==> src/rtl/grey_seq_ctrl_if.sv <==
// Stream and control bundle for grey_seq_ctrl. The "master" side is the sequencer;
// the "slave" side is the controller/consumer. err exists only with GREY_SEQ_STEP_CHECK_EN.
interface grey_seq_ctrl_if #(
  parameter int unsigned WIDTH = 4
);
  logic             start;
  logic             stop;
  logic             dir;
  logic             wrap_en;
  logic             out_ready;
  logic             out_valid;
  logic [WIDTH-1:0] bin_out;
  logic [WIDTH-1:0] grey_out;
  logic             busy;
  logic             done;
`ifdef GREY_SEQ_STEP_CHECK_EN
  logic             err;
`endif

  modport master (
    input  start, stop, dir, wrap_en, out_ready,
`ifdef GREY_SEQ_STEP_CHECK_EN
    output err,
`endif
    output out_valid, bin_out, grey_out, busy, done
  );

  modport slave (
    output start, stop, dir, wrap_en, out_ready,
`ifdef GREY_SEQ_STEP_CHECK_EN
    input  err,
`endif
    input  out_valid, bin_out, grey_out, busy, done
  );
endinterface

==> src/rtl/grey_seq_ctrl.sv <==
// Sweeps a binary index over [0, LIMIT] up or down as a valid/ready stream with its grey code.
// Optional feature: GREY_SEQ_STEP_CHECK_EN adds a sticky err flag for multi-bit grey steps.
module grey_seq_ctrl #(
  parameter int unsigned WIDTH = 4,
  parameter int unsigned LIMIT = 9
) (
  input  logic               clk,
  input  logic               rst,
  grey_seq_ctrl_if.master    seq_if
);

  typedef enum logic [1:0] {IDLE, RUN, DONE} state_e;

  localparam logic [WIDTH-1:0] LIMIT_V = WIDTH'(LIMIT);
  localparam logic [WIDTH-1:0] ONE_V   = {{(WIDTH-1){1'b0}}, 1'b1};

  state_e           state_q, state_d;
  logic [WIDTH-1:0] bin_q, bin_d;
  logic [WIDTH-1:0] grey_q, grey_d;
  logic             dir_q, dir_d;
  logic             accept;
  logic             terminal;

  assign accept   = (state_q == RUN) && seq_if.out_ready;
  assign terminal = dir_q ? (bin_q == '0) : (bin_q == LIMIT_V);

  // NOTE: every variable gets a default before the case so no path can infer a latch.
  always_comb begin
    state_d = state_q;
    bin_d   = bin_q;
    dir_d   = dir_q;
    unique case (state_q)
      IDLE: begin
        if (seq_if.start && !seq_if.stop) begin
          state_d = RUN;
          dir_d   = seq_if.dir;
          bin_d   = seq_if.dir ? LIMIT_V : '0;
        end
      end
      RUN: begin
        // A beat accepted alongside stop is delivered, but the index does not advance.
        if (seq_if.stop) begin
          state_d = IDLE;
        end else if (accept) begin
          if (!terminal)            bin_d = dir_q ? (bin_q - ONE_V) : (bin_q + ONE_V);
          else if (seq_if.wrap_en)  bin_d = dir_q ? LIMIT_V : '0;
          else                      state_d = DONE;
        end
      end
      DONE:    state_d = IDLE;
      default: state_d = IDLE;
    endcase
    grey_d = bin_d ^ (bin_d >> 1);
  end

  // NOTE: sequential state uses non-blocking assignments so all registers update together.
  always_ff @(posedge clk or posedge rst) begin
    if (rst) begin
      state_q <= IDLE;
      bin_q   <= '0;
      grey_q  <= '0;
      dir_q   <= 1'b0;
    end else begin
      state_q <= state_d;
      bin_q   <= bin_d;
      grey_q  <= grey_d;
      dir_q   <= dir_d;
    end
  end

  assign seq_if.out_valid = (state_q == RUN);
  assign seq_if.busy      = (state_q == RUN);
  assign seq_if.done      = (state_q == DONE);
  assign seq_if.bin_out   = bin_q;
  assign seq_if.grey_out  = grey_q;

`ifdef GREY_SEQ_STEP_CHECK_EN
  localparam logic FULL_RANGE = (LIMIT_V == {WIDTH{1'b1}});

  logic [WIDTH-1:0] prev_grey_q, prev_grey_d;
  logic             prev_ok_q, prev_ok_d;
  logic             prev_term_q, prev_term_d;
  logic             err_q, err_d;
  logic [WIDTH-1:0] step_diff;
  logic             one_bit;

  assign step_diff = prev_grey_q ^ grey_q;
  assign one_bit   = (step_diff != '0) && ((step_diff & (step_diff - ONE_V)) == '0);

  always_comb begin
    prev_grey_d = prev_grey_q;
    prev_ok_d   = prev_ok_q;
    prev_term_d = prev_term_q;
    err_d       = err_q;
    if (state_q == IDLE && seq_if.start && !seq_if.stop) begin
      prev_ok_d = 1'b0;
    end else if (accept) begin
      // A wrap on a partial range legitimately jumps more than one grey bit.
      if (prev_ok_q && !one_bit && !(prev_term_q && !FULL_RANGE)) err_d = 1'b1;
      prev_ok_d   = 1'b1;
      prev_grey_d = grey_q;
      prev_term_d = terminal;
    end
  end

  always_ff @(posedge clk or posedge rst) begin
    if (rst) begin
      prev_grey_q <= '0;
      prev_ok_q   <= 1'b0;
      prev_term_q <= 1'b0;
      err_q       <= 1'b0;
    end else begin
      prev_grey_q <= prev_grey_d;
      prev_ok_q   <= prev_ok_d;
      prev_term_q <= prev_term_d;
      err_q       <= err_d;
    end
  end

  assign seq_if.err = err_q;
`endif

endmodule

==> src/flat_wrapper.sv <==
// flat-port wrapper written by rule: the top's interface ports become plain ports
module grey_seq_ctrl_flat 
#(
  parameter int unsigned WIDTH = 4,
  parameter int unsigned LIMIT = 9
)
  (clk, rst, seq_if_start, seq_if_stop, seq_if_dir, seq_if_wrap_en, seq_if_out_ready, seq_if_out_valid, seq_if_bin_out, seq_if_grey_out, seq_if_busy, seq_if_done);
  grey_seq_ctrl_if #(.WIDTH(WIDTH)) seq_if_i ();
  input  logic clk;
  input  logic rst;
  input wire logic [$bits(seq_if_i.start)-1:0] seq_if_start;
  input wire logic [$bits(seq_if_i.stop)-1:0] seq_if_stop;
  input wire logic [$bits(seq_if_i.dir)-1:0] seq_if_dir;
  input wire logic [$bits(seq_if_i.wrap_en)-1:0] seq_if_wrap_en;
  input wire logic [$bits(seq_if_i.out_ready)-1:0] seq_if_out_ready;
  output wire logic [$bits(seq_if_i.out_valid)-1:0] seq_if_out_valid;
  output wire logic [$bits(seq_if_i.bin_out)-1:0] seq_if_bin_out;
  output wire logic [$bits(seq_if_i.grey_out)-1:0] seq_if_grey_out;
  output wire logic [$bits(seq_if_i.busy)-1:0] seq_if_busy;
  output wire logic [$bits(seq_if_i.done)-1:0] seq_if_done;
  assign seq_if_i.start = seq_if_start;
  assign seq_if_i.stop = seq_if_stop;
  assign seq_if_i.dir = seq_if_dir;
  assign seq_if_i.wrap_en = seq_if_wrap_en;
  assign seq_if_i.out_ready = seq_if_out_ready;
  assign seq_if_out_valid = seq_if_i.out_valid;
  assign seq_if_bin_out = seq_if_i.bin_out;
  assign seq_if_grey_out = seq_if_i.grey_out;
  assign seq_if_busy = seq_if_i.busy;
  assign seq_if_done = seq_if_i.done;
  grey_seq_ctrl #(.WIDTH(WIDTH), .LIMIT(LIMIT)) u_core (.clk(clk), .rst(rst), .seq_if(seq_if_i));
endmodule
==> config.mk <==
export PLATFORM = sky130hd
export DESIGN_NAME = grey_seq_ctrl_flat
export DESIGN_NICKNAME = d
export VERILOG_FILES = /design/src/rtl/grey_seq_ctrl_if.sv /design/src/rtl/grey_seq_ctrl.sv /design/src/flat_wrapper.sv
export SDC_FILE = /design/constraint.sdc
export NUM_CORES = 1
export LEC_CHECK = 0
export ABC_AREA = 0
export CORE_MARGIN = 2
export CORE_UTILIZATION = 48
export CTS_CLUSTER_DIAMETER = 50
export DETAILED_ROUTE_END_ITERATION = 8
export GPL_TIMING_DRIVEN = 0
export PLACE_DENSITY_LB_ADDON = 0.08
export SYNTH_ARGS = -nofsm -noshare
export SYNTH_HDL_FRONTEND = slang
export SYNTH_SLANG_ARGS = --single-unit
==> constraint.sdc <==
create_clock -name clk -period 2.76 [get_ports clk]
set_input_delay 0.276 -clock clk [delete_from_list [all_inputs] [get_ports clk]]
set_output_delay 0.276 -clock clk [all_outputs]
set_load 0.02 [all_outputs]
### Where the registers sit, run 1

Other sequential cells in the stronger gray, the rest of the logic in the fainter gray.
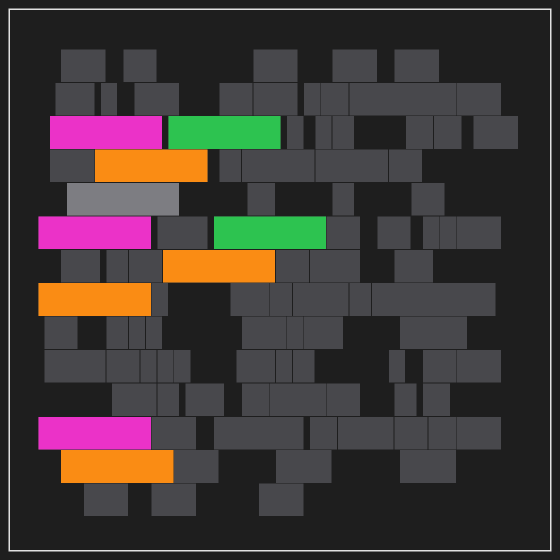
legend:
  green:
    netlist_name: `u_core.state_q`
    placed_flops: 2
  orange:
    netlist_name: `u_core.seq_if.bin_out`
    placed_flops: 4
    where: west
  magenta:
    netlist_name: `u_core.seq_if.grey_out`
    placed_flops: 3
not colored: 1

### The metal 1 layer, run 1

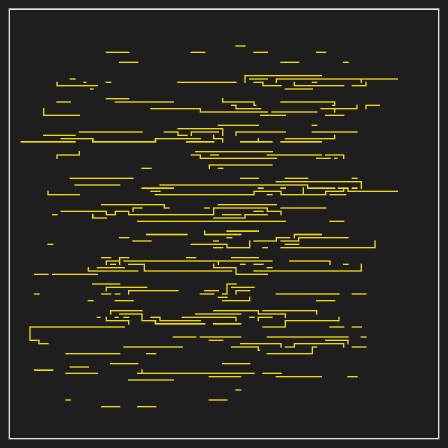
wire length on this layer: 719 um
share of all routed wire: 47%
main direction: horizontal
nets with wire on the layer: 94

==> notes.org, run 1 <==
* Flow results

** Run status
- The run finished with clean final reports.

** Power
- Relative contribution of combinational cells to total power :: 0.573
- Dividing total power by cell area gives a power density of 910 nW/um^2.
- The power report attributes to the sequential group a share of 0.288.
- Clock group share of total power :: 0.139
- In the power breakdown, the internal column shows 526 uW.
- Static Leakage :: 0.000451 uW
- Combinational Power :: 518 uW
- Power comes to 904 uW.

** Synth
- Among all flip-flop cells after synthesis, the most frequent one is sky130_fd_sc_hd__dfrtp_1.
- Of the total synthesized cell area, the portion taken by AND-OR and OR-AND cells is 0.264.
- Top-area cell share :: 0.326
- Measured against the total synthesized area, the mux share comes to 0.0147.
- Average instance area after synthesis :: 10.2 um^2
- Of the combinational cells, the family taking the most area is AND-OR/OR-AND gates.
- Leading cell types by count after synthesis :: 10 x sky130_fd_sc_hd__dfrtp_1, 7 x sky130_fd_sc_hd__nand2_1, 4 x sky130_fd_sc_hd__inv_1, 4 x sky130_fd_sc_hd__nor2_1
- After synthesis, the netlist uses ~40 different library cells.

** Cells and area
- The area taken by sequential standard cells is reported as 250 um^2.
- Per the final report, the share of cell area in clock cells is 0.0365.
- The count of cells in the finished layout, fillers not included, comes to 112.
- Counting the fill cells in the layout gives 126.
- For this run, combinational gates with multiple inputs come to roughly 58.
- The final layout report lists a non-clock inverter count of 4.
- The number of sequential cells reported for the layout is 10.
- Design area :: roughly 990 um^2

** Clock tree
- Clock insertion delay at the later pin of the skew report :: 0.26 ns
- CTS resizes :: 0
- On the worst setup and hold paths after CTS, the clock-pin slew comes to 0.06 ns.
- Cell chosen for the clock root :: sky130_fd_sc_hd__clkbuf_4
- Number of clock buffers inserted by TritonCTS :: 3
- The clock passes through at most 2 buffers.

** Final timing
- Post-Route Setup TNS :: 0 ns
- Max-Slew Margin vs Limit :: 0.700
- Of the available clock period, the critical path in the final layout requires 0.829.
- Max-slew check failures listed in the final report amount to 0.
- Final min period :: 2.29 ns
- RSZ-0062 raised after global routing :: false
- Max frequency :: 437 MHz

** Global route
- Aggregate global-route resource usage :: 0.187
- Global route total overflow :: 0
- On met2, the global router reports a usage of 0.297.
- Routing resource usage on met1 recorded by global route was 0.259.
- Initial antenna violation count :: 0
- The global router reports that the layer with the highest usage is met2.
- Vias in the first global route :: approximately 600
- First-pass GRT wire length :: approximately 2700 um

** Detailed routing
- In the post-route report, total wirelength is listed as around 1500 um.
- Detailed routing placed a total of 46 um of wire on met3.
- Routed vias/inst :: 5.74
- Routed wl met2 :: 741 um
- Average detailed-routed wire length per instance :: about 14 um

** Worst setup path
- Data required time of the worst path :: 2.89 ns
- According to the timing report, the arrival time at the worst endpoint equals between 2 and 2.5 ns.
- Crit-path leading delay family :: simple AND/OR/NAND/NOR gates
- End of the worst register-to-register path :: u_core.seq_if.grey_out[2]$_DFF_PP0_
- For this design, the slowest cell found on the critical path is sky130_fd_sc_hd__dfrtp_1.
- Walking the critical path from launch to capture passes 6 cell instances.
- The number of cells on the worst reg-to-reg path is 6.
- The worst setup path is captured at a register.

** Floorplanning
- Total die size :: ~1900 um^2
- Tapcell count :: 16
- In this run the standard cell core region covers 1510 um^2.

** Placed design
- Number of placed cells counting well taps :: 108
- Post-DP Area :: ~960 um^2
- For this run the detailed placement stage logged an HPWL of 1200 um.
- OpenSTA, run right after detailed placement, puts the worst setup slack at 0.491 ns.

** Job
- Number of max-cap violations :: 0
### Clock distribution, run 1

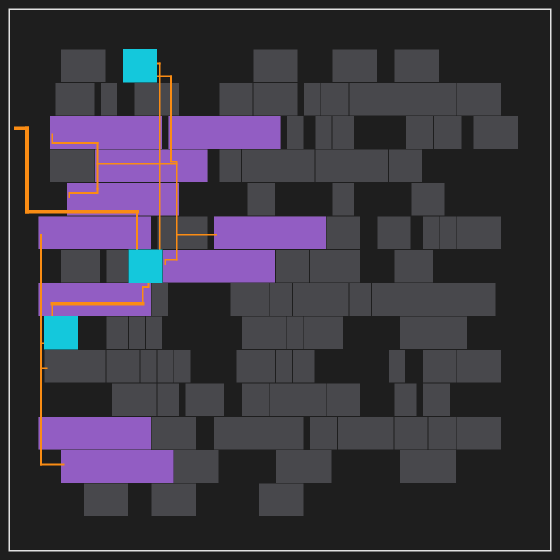
legend:
  cyan:
    item: cells driving clock nets
    count: 3
  orange:
    item: clock wires
    length: 115 um
  purple:
    item: flip-flops
    count: 10
routed clock nets: 4

### Track usage over the die, run 1

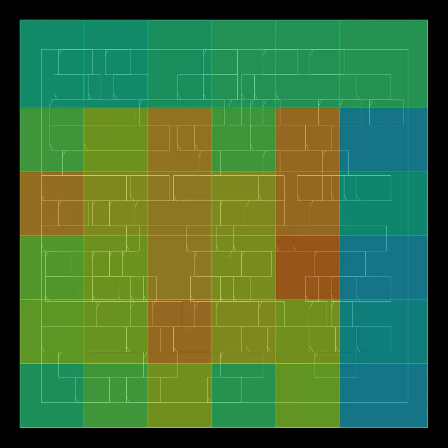

--- run 2 (diff from run 1) ---
- CORE_UTILIZATION: 48 -> 43
- clock period: 2.76 -> 1.9 ns (I/O delays scaled with it)
### Track usage over the die, run 2

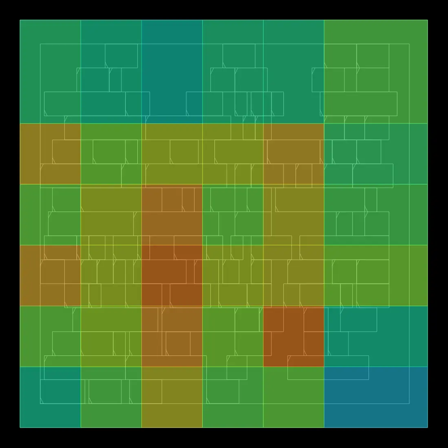
aggregate global-route resource usage: 0.202
met3 capacity usage during global routing: 0.0275
utilization after layout: 0.676
highest-utilization routing layer at the global route stage: met2

### Clock distribution, run 2

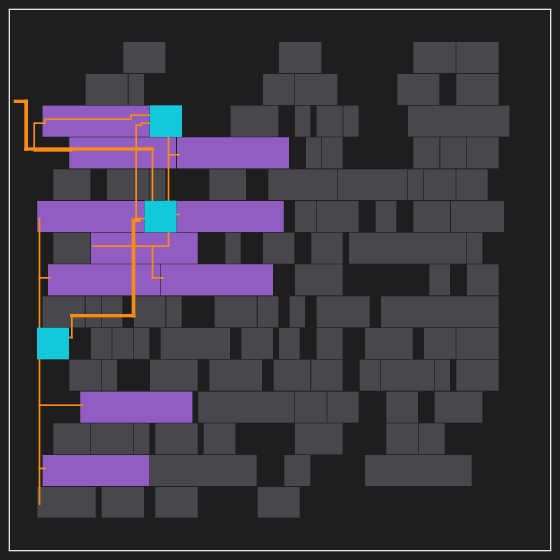
legend:
  purple:
    item: flip-flops
    count: 10
  cyan:
    item: cells driving clock nets
    count: 3
  orange:
    item: clock wires
    length: 123 um
routed clock nets: 4

### Where the registers sit, run 2

Other sequential cells in the stronger gray, the rest of the logic in the fainter gray.
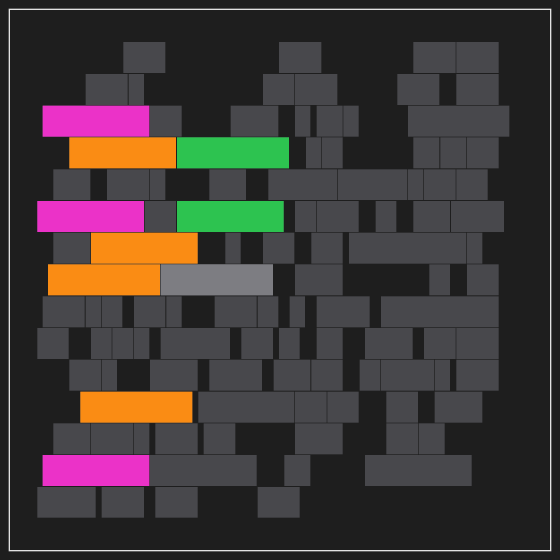
legend:
  orange:
    netlist_name: `u_core.seq_if.bin_out`
    placed_flops: 4
    where: west
  magenta:
    netlist_name: `u_core.seq_if.grey_out`
    placed_flops: 3
  green:
    netlist_name: `u_core.state_q`
    placed_flops: 2
not colored: 1

==> run 2 against run 1 <==
Routed wire length grew 27%. Critical endpoint unchanged. Final area up 16%. Register-to-register slack worse by 0.58 ns. The flow now finishes with violations (setup timing). Synthesized cell count stayed put. Largest cell class unchanged. Sequential cell count is the same. Synthesized area is the same.
==> notes.org, run 2 <==
* Flow results

** Worst setup path
- The worst setup path is captured at a register.
- The slowest stage of the critical path belongs to the cell sky130_fd_sc_hd__dfrtp_2.
- Critical path startpoint category :: register
- Data on the critical path arrives at its endpoint at 2.14 ns.
- The timing report attributes the biggest portion of critical-path delay to AND-OR/OR-AND gates.
- The worst register-to-register path has a depth of 6.
- WP depth :: 6
- Data required time of the worst path :: 2.03 ns
- End of the worst register-to-register path :: u_core.seq_if.grey_out[2]$_DFF_PP0_

** Final timing
- The final layout reports a setup TNS of -0.109 ns.
- Max frequency :: roughly 500 MHz
- Final min period :: 2.01 ns
- Setup slack on the critical path of the routed design comes to -0.109 ns.
- Dividing the final minimum period by the clock period gives 1.06.
- RSZ-0062 raised after global routing :: true
- In this run the tightest slew margin relative to its limit is 0.757.
- Endpoints with negative setup slack in the final report add up to 1.
- Setup skew after layout :: about 0.0033 ns
- Final slew viol count :: 0

** Clock tree
- Per the CTS log, the root buffer master is sky130_fd_sc_hd__clkbuf_4.
- Maximum number of buffers from clock root to sink :: 2
- The CTS report gives the tree buffer count as 3.
- Clock insertion delay at the later pin of the skew report :: 0.26 ns
- The registers of the reported paths see a clock transition of 0.06 ns.
- Post-CTS repair changed the size of 4 cells.

** Detailed routing
- Per the post-route antenna check, the number of violating nets is 0.
- The wire length recorded after detailed routing is 1920 um.
- Routed wl met2 :: 995 um
- The script logs the ratio of routed vias to standard cells as 5.24.
- Average detailed-routed wire length per instance :: 14.6 um
- Wire segments on met3 add up to between 40 and 50 um in the final route.

** Cells and area
- Final-layout fill cell count :: 147
- Flop count :: 10
- Combined flip-flop and latch cell area :: 255 um^2
- For the completed layout, the total cell area is recorded as 1150 um^2.
- Clock buffer and inverter area fraction after layout :: 0.0314
- For this run, combinational gates with multiple inputs come to 58.
- In the final layout, excluding clock inverters the inverter count is 4.
- Cell Count, Final, Fillers Out :: 131

** Power
- In this run the static leakage power is 0.000498 uW.
- The share of total power dissipated in combinational logic is 0.638.
- The power report attributes to the sequential group a share of 0.243.
- Clock group share of total power :: 0.119
- The flow reported a cell area power density of between 1000 and 1500 nW/um^2.
- The internal portion of the total power is 908 uW.
- After layout, the design draws a total of 1550 uW.
- Combinational Power :: 991 uW

** Synth
- And-or/or-and share of the synthesized area :: 0.264
- Top-area cell share :: 0.326
- Summing all multiplexer cells gives an area fraction of 0.0147.
- Synthesis instantiated 40 different standard cells from the library.
- Leading cell types by count after synthesis :: 10 x sky130_fd_sc_hd__dfrtp_1, 7 x sky130_fd_sc_hd__nand2_1, 4 x sky130_fd_sc_hd__inv_1, 4 x sky130_fd_sc_hd__nor2_1
- Of the synthesized area, sequential elements account for 0.326.
- After synthesis, the mean cell area works out to between 10 and 15 um^2.
- Main kind of combinational logic by area :: AND-OR/OR-AND gates

** Global route
- The first global-routing pass estimated 3020 um of wire.
- For met2 alone, demand over resource in global routing was 0.353.
- Global routing usage on met1 :: 0.254
- The initial antenna violation count was 0.
- Global route total overflow :: 0
- Vias in the first global route :: around 640

** Floorplanning
- Die X-Extent :: 46.2 um
- Total die size :: 2140 um^2
- The flow inserted 25 tap cells.

** Placed design
- Timing analysis after detailed placement gives a worst setup slack of -0.247 ns.
- RD Place Congestion :: 0.702
- After detailed placement, the design holds a cell count of 117.
- Post-DP Area :: 1010 um^2
- DPL Wire Length :: 1330 um

** Run status
- The flow ran to the end, but the final reports show violations.
- Violated checks :: setup timing

** Job
- In this run the maximum-capacitance check reported violations numbering 0.
### The metal 1 layer, run 2

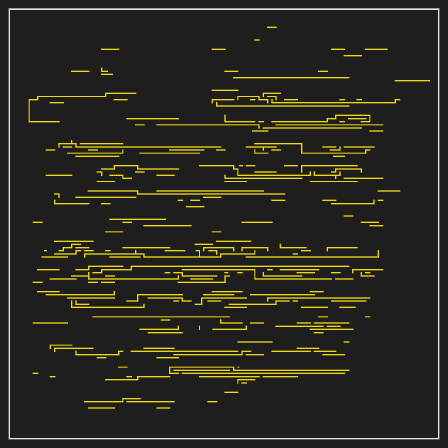

--- run 3 (diff from run 2) ---
- CORE_MARGIN: 2 -> not set
### The metal 1 layer, run 3

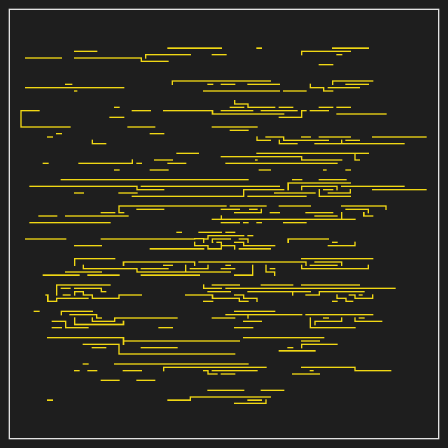
overall routed net length: 1770 um
total vias in the final route: 690
global routing usage on met1: 0.301

### Where the registers sit, run 3

Other sequential cells in the stronger gray, the rest of the logic in the fainter gray.
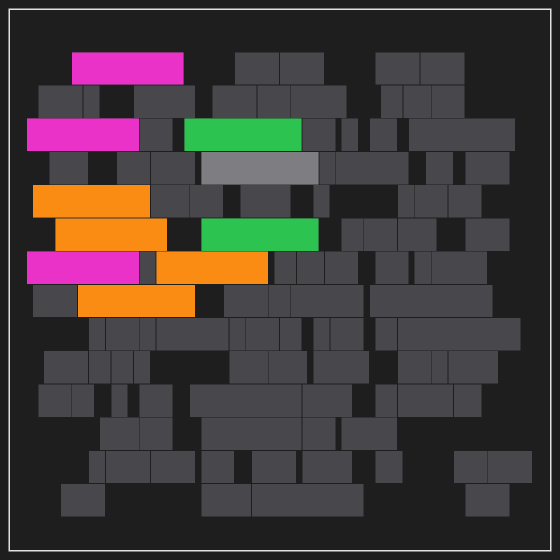
legend:
  orange:
    netlist_name: `u_core.seq_if.bin_out`
    placed_flops: 4
    where: west
  green:
    netlist_name: `u_core.state_q`
    placed_flops: 2
  magenta:
    netlist_name: `u_core.seq_if.grey_out`
    placed_flops: 3
not colored: 1

### Clock distribution, run 3

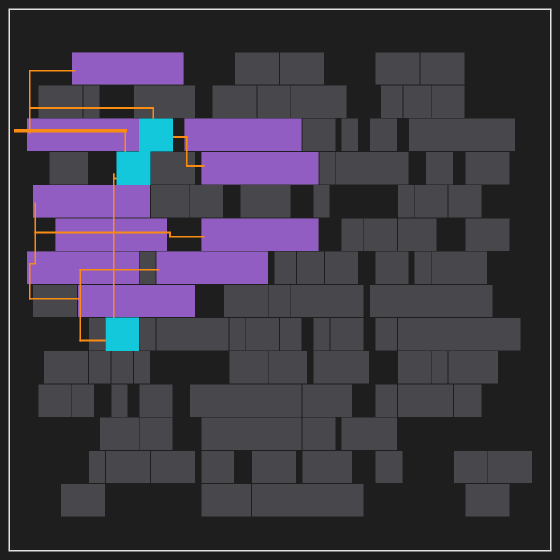
legend:
  cyan:
    item: cells driving clock nets
    count: 3
  orange:
    item: clock wires
    length: 97.3 um
  purple:
    item: flip-flops
    count: 10
routed clock nets: 4

==> run 3 against run 2 <==
Sequential cell count unchanged. Power fell by 1.1%. Routed wire length shrank 7.6%. The flow still finishes with violations (setup timing). Combinational power decreased by 0.9%. Critical path depth did not move. Largest cell class unchanged.
==> notes.org, run 3 <==
* Flow results

** Global route
- Vias in the first global route :: 637
- The total overflow left after global routing is 0.
- The global routing stage identified its most utilized layer as met2.
- Met3 capacity usage during global routing :: 0.0122
- Initial antenna violation count :: 0

** Placed design
- Worst slack after detailed placement :: -0.259 ns
- DPL Wire Length :: 1210 um
- Including well taps, the total number of placed cells is about 110.
- After detailed placement, the total cell area comes to around 1000 um^2.
- The congestion estimate from routability-driven global placement came to 0.725.

** Clock tree
- In this run the clock root is driven by a sky130_fd_sc_hd__clkbuf_4.
- The skew report gives the latency at the later pin of the worst-skew pair as 0.25 ns.
- Register clock-pin slew on the reported worst setup and hold paths :: ~0.060 ns
- Looking at the clock tree report, the maximum root-to-sink buffer count equals 2.
- CTS resizes :: 4
- Clock tree synthesis inserted a total of 3 buffers.

** Final timing
- Total setup violations reported at the end of the flow :: 2
- Setup repair after global routing could not meet its margin everywhere.
- In the post-route analysis, the smallest setup slack over all paths is -0.122 ns.
- Max-Slew Margin vs Limit :: 0.731
- The final max-slew violation count recorded for this run is 0.
- Clock skew on the completed layout was measured at 0.00595 ns.
- Summed over all failing endpoints, the final setup total negative slack is -0.170 ns.
- Max frequency :: around 490 MHz

** Cells and area
- Number of logic inverters in the finished layout :: 4
- The final report gives the core utilization as 0.725.
- The final report lists a non-filler cell total of ~120.
- Final-layout fill cell count :: 113
- The number of sequential cells reported for the layout is 10.
- between 50 and 60 cells are multi-input combinational gates.
- Clock buffer and inverter area fraction after layout :: 0.0317
- The layout report lists the combined flip-flop and latch area as 256 um^2.

** Floorplanning
- The floorplan step defined a core boundary enclosing 1580 um^2.
- The horizontal die dimension reported for this design is 44.2 um.

** Worst setup path
- The critical path endpoint has a required time of 2.01 ns.
- The worst setup path is captured at a register.
- Broken down by cell family, the worst path's largest delay share belongs to AND-OR/OR-AND gates.
- End of the worst register-to-register path :: u_core.seq_if.grey_out[2]$_DFF_PP0_
- Critical path startpoint category :: register
- According to the timing report, the arrival time at the worst endpoint equals 2.14 ns.
- The slowest stage of the critical path belongs to the cell sky130_fd_sc_hd__dfrtp_2.

** Synth
- Of the total synthesized cell area, the portion taken by AND-OR and OR-AND cells is 0.264.
- Grouping non-sequential cells by family puts the most area in AND-OR/OR-AND gates.
- The area fraction of the largest cell type after synthesis is 0.326.
- Average instance area after synthesis :: just over 10 um^2
- Multiplexer share of the synthesized area :: 0.0147

** Run status
- Run status :: finished with violations
- Violated checks :: setup timing

** Detailed routing
- Detailed routing placed a total of 879 um of wire on met2.
- Routed vias/inst :: around 5.7
- Average detailed-routed wire length per instance :: 14.5 um
- Routed wl met3 :: 22 um

** Power
- Clock group share of total power :: 0.118
- The share of total power dissipated in sequential elements is 0.242.
- The share of total power dissipated in combinational logic is 0.640.
- Tot Pwr :: 1540 uW
- In the power breakdown, the internal column shows 914 uW.
- Power Density :: 1340 nW/um^2

** Job
- Number of max-cap violations :: 0
Power is estimated from default activity; no workload was simulated.
